==> config.mk <==
export PLATFORM = sky130hd
export DESIGN_NAME = cnn_accel_ctrl
export DESIGN_NICKNAME = d
export VERILOG_FILES = /design/src/rtl/cnn_accel_ctrl.sv
export SDC_FILE = /design/constraint.sdc
export NUM_CORES = 1
export LEC_CHECK = 0
export CAP_MARGIN = 20
export CORE_MARGIN = 1.5
export CORE_UTILIZATION = 53
export CTS_BUF_LIST = sky130_fd_sc_hd__clkbuf_16
export DETAILED_ROUTE_END_ITERATION = 10
export PLACE_DENSITY = 0.77
export SLEW_MARGIN = 40
export SYNTH_ARGS = -nofsm -noshare
export SYNTH_HDL_FRONTEND = slang
export SYNTH_SLANG_ARGS = --single-unit
==> constraint.sdc <==
create_clock -name clk -period 2.2 [get_ports clk]
set_input_delay 0.33 -clock clk [delete_from_list [all_inputs] [get_ports clk]]
set_output_delay 0.33 -clock clk [all_outputs]
set_load 0.01 [all_outputs]
met1.png
Supply wires on this layer in grey.
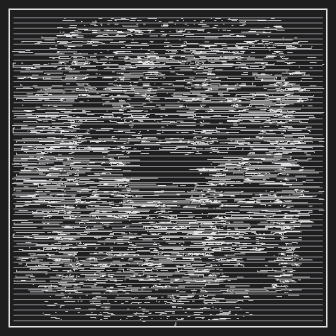
The layer carries 13600 um of wire. The layer holds 43% of the routed length. 1045 nets have wire on it.
vias: 8471
final WL: 31650 um
met1 GRT Util: 0.3421

met2.png
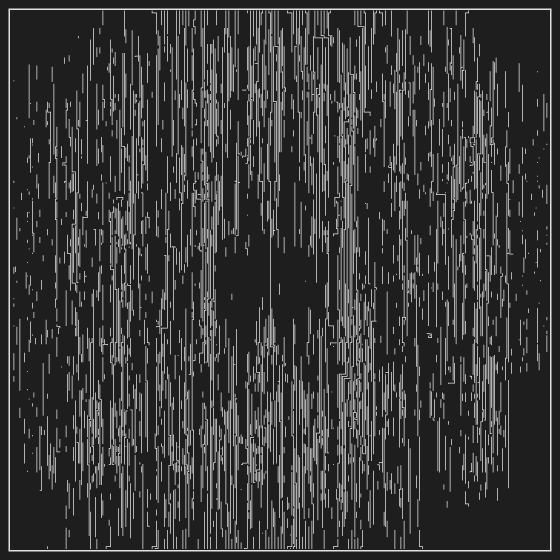
The layer carries 15200 um of wire. The longest straight run is 57.5 um. The layer holds 48% of the routed length. 1116 nets have wire on it.
M2 GR Usage: 0.4038

==> flow_metrics.py <==
# Generated from Yosys and OpenROAD reports
metrics = {
    "floorplanning": {
        "num_io_pins": 218,
        "core_um2": 24530,
        "rows": 57,
        "die_w_um": 161.7,
        "fp_util": 0.5442,
    },
    "worst_setup_path": {
        "crit_arrival_ps": 2430,
        "cp_slowest_cell": "or4b_2",
        "path_class": "reg2reg",
        "critPathBufInv": 1,
        "crit_fanout": 18,
        "cp_num_cells": 5,
        "max_stage_delay_ps": 710,
        "path_cells": "nor2b_4 > nand2_1 > or4b_2 > buf_12 > mux2_4",
        "critical_path.top_delay_family": "simple AND/OR/NAND/NOR gates",
    },
    "cts": {
        "clkSinkCount": 328,
        "cts_tree": "done",
        "htreeDepth": 2,
        "cts_resized": 0,
        "cts_buffer_depth": 3,
        "root_buffer": "clkbuf_16",
        "cts_buffers": 34,
    },
    "final_layout": {
        "layout-drive-gt1-share": 0.3220,
        "layout.nets": 1208,
        "largest_register_ffs": 72,
    },
    "placement": {
        "numPortBuffers": 217,
        "dpl.hpwl_um": 20760,
    },
    "synth": {
        "syn-num-nets": 957,
        "yosys_cells": 903,
        "numSynthFlops": 328,
        "synth.area.top_cells": "dfrtp_1 (61%), mux2_2 (21%), mux2_4 (3.4%)",
        "syn_inst": 903,
        "avgSynthCellArea_um2": 14.78,
        "synth_cell_types": 47,
    },
    "outcome": {
        "status": "complete, no violations",
    },
    "global_routing": {
        "antenna_found_initial": 0,
        "grt_pass1_vias": 8901,
        "grt_max_degree": 60,
    },
    "sta": {
        "hold_violations": 0,
        "hold-worst-slack_ps": 303.5,
        "tightest_slew_ps": 635.3,
        "slew_viol_final": 0,
        "period_used_share": 0.9324,
    },
    "route": {
        "ant_nets": 0,
    },
    "min_path": {
        "min_path_cells": 3,
        "hp-class": "in2reg",
    },
    "power_and_ir_drop": {
        "power_mw": 21.45,
        "p_per_area_nw_per_um2": 1246,
    },
}
==> synth_stat cells (all sizes together) <==
cell,count
dfrtp,328
mux2,282
nor2,35
mux2i,34
o21ai,34
clkbuf,32
a211oi,23
buf,19
inv,18
nand2,13
a221oi,8
a21oi,7
nand2b,7
ha,6
nor2b,6
o2bb2ai,6
a22o,5
nand3,5
a22oi,3
and2,3
nor4,3
o22ai,3
or3,3
or4,3
nor3,2
nor3b,2
or4b,2
a21o,1
a32o,1
and3,1
nand3b,1
nand4b,1
o211ai,1
o221a,1
o22a,1
o31a,1
o31ai,1
o32ai,1
==> placed cells by master (no fill, tap or decap), types with 8 or more instances in the layout <==
cell and n:
mux2_2 247, buf_12 13, clkbuf_16 35, a211oi_1 23, mux2_4 30, nand2_1 13
clkdlybuf4s50_1 214, nor2_1 34, inv_1 30, a221oi_1 8, dfrtp_1 328, o21ai_0 34
mux2i_1 34, buf_4 35
==> worst reg2reg max path: stages, from the launching register on <==
cell     delay [ps]
dfrtp_1         440
nor2b_4         140
nand2_1         100
or4b_2          710
buf_12          220
mux2_4          320
==> cell families after synthesis <==
logic type,synth area share
buffers and inverters,0.02371
and+or+nand+nor,0.03393
AOI/OAI and AO/OA,0.05014
DFF,0.6148
adders and majority gates,0.005623
muxes,0.2718
==> layer usage <==
layer  track usage  vias to the layer above  part of all wire
li1              -                     3754                 -
met4       0.09091                        0             0.033
met5             0                        -                 0
met3       0.04111                       81             0.056
met1        0.3421                     4353              0.43
met2        0.4038                      283              0.48
==> cell type report <==
type / count / area, um2 / share of cell area
repair buffers: 266 / 2700 / 0.1569
inverters: 18 / 67.56 / 0.003925
flip-flops and latches: 328 / 8208 / 0.4768
multi-input cells: 506 / 4852 / 0.2819
well taps: 324 / 405.4 / 0.02355
clock inverters: 24 / 105.1 / 0.006106
clock buffers: 35 / 875.8 / 0.05088
==> power breakdown <==
part	leakage [nW]	internal, mW	switching [mW]
combinational	3.12	4.36	2.68
sequential	4.16	7.97	1.35
clock	0.519	2.87	2.23
total	7.79	15.2	6.26
==> stage by stage <==
stage / instance area [um2] / std cells / setup slack (ps) / util / setup TNS, ps
after floorplan: 13350 / 903 / 377.9 / - / 0
after global placement: 16220 / 1441 / -234.5 / 0.6613 / -16050
after detailed placement: 16220 / 1441 / -253.3 / 0.6613 / -18240
after CTS: 17210 / 1501 / 146.9 / 0.7017 / 0
after global routing: 17210 / 1501 / 96.89 / 0.7017 / 0
final: 17210 / 1501 / 148.7 / 0.7017 / 0
==> repair_timing <==
item	4_1_cts	5_1_grt
hold buffers	1	0
setup buffers	0	0
endpoints found under the setup margin	0	0
hold endpoints to repair	45	0
No activity file was given, so power comes from the tool's default toggle rates.
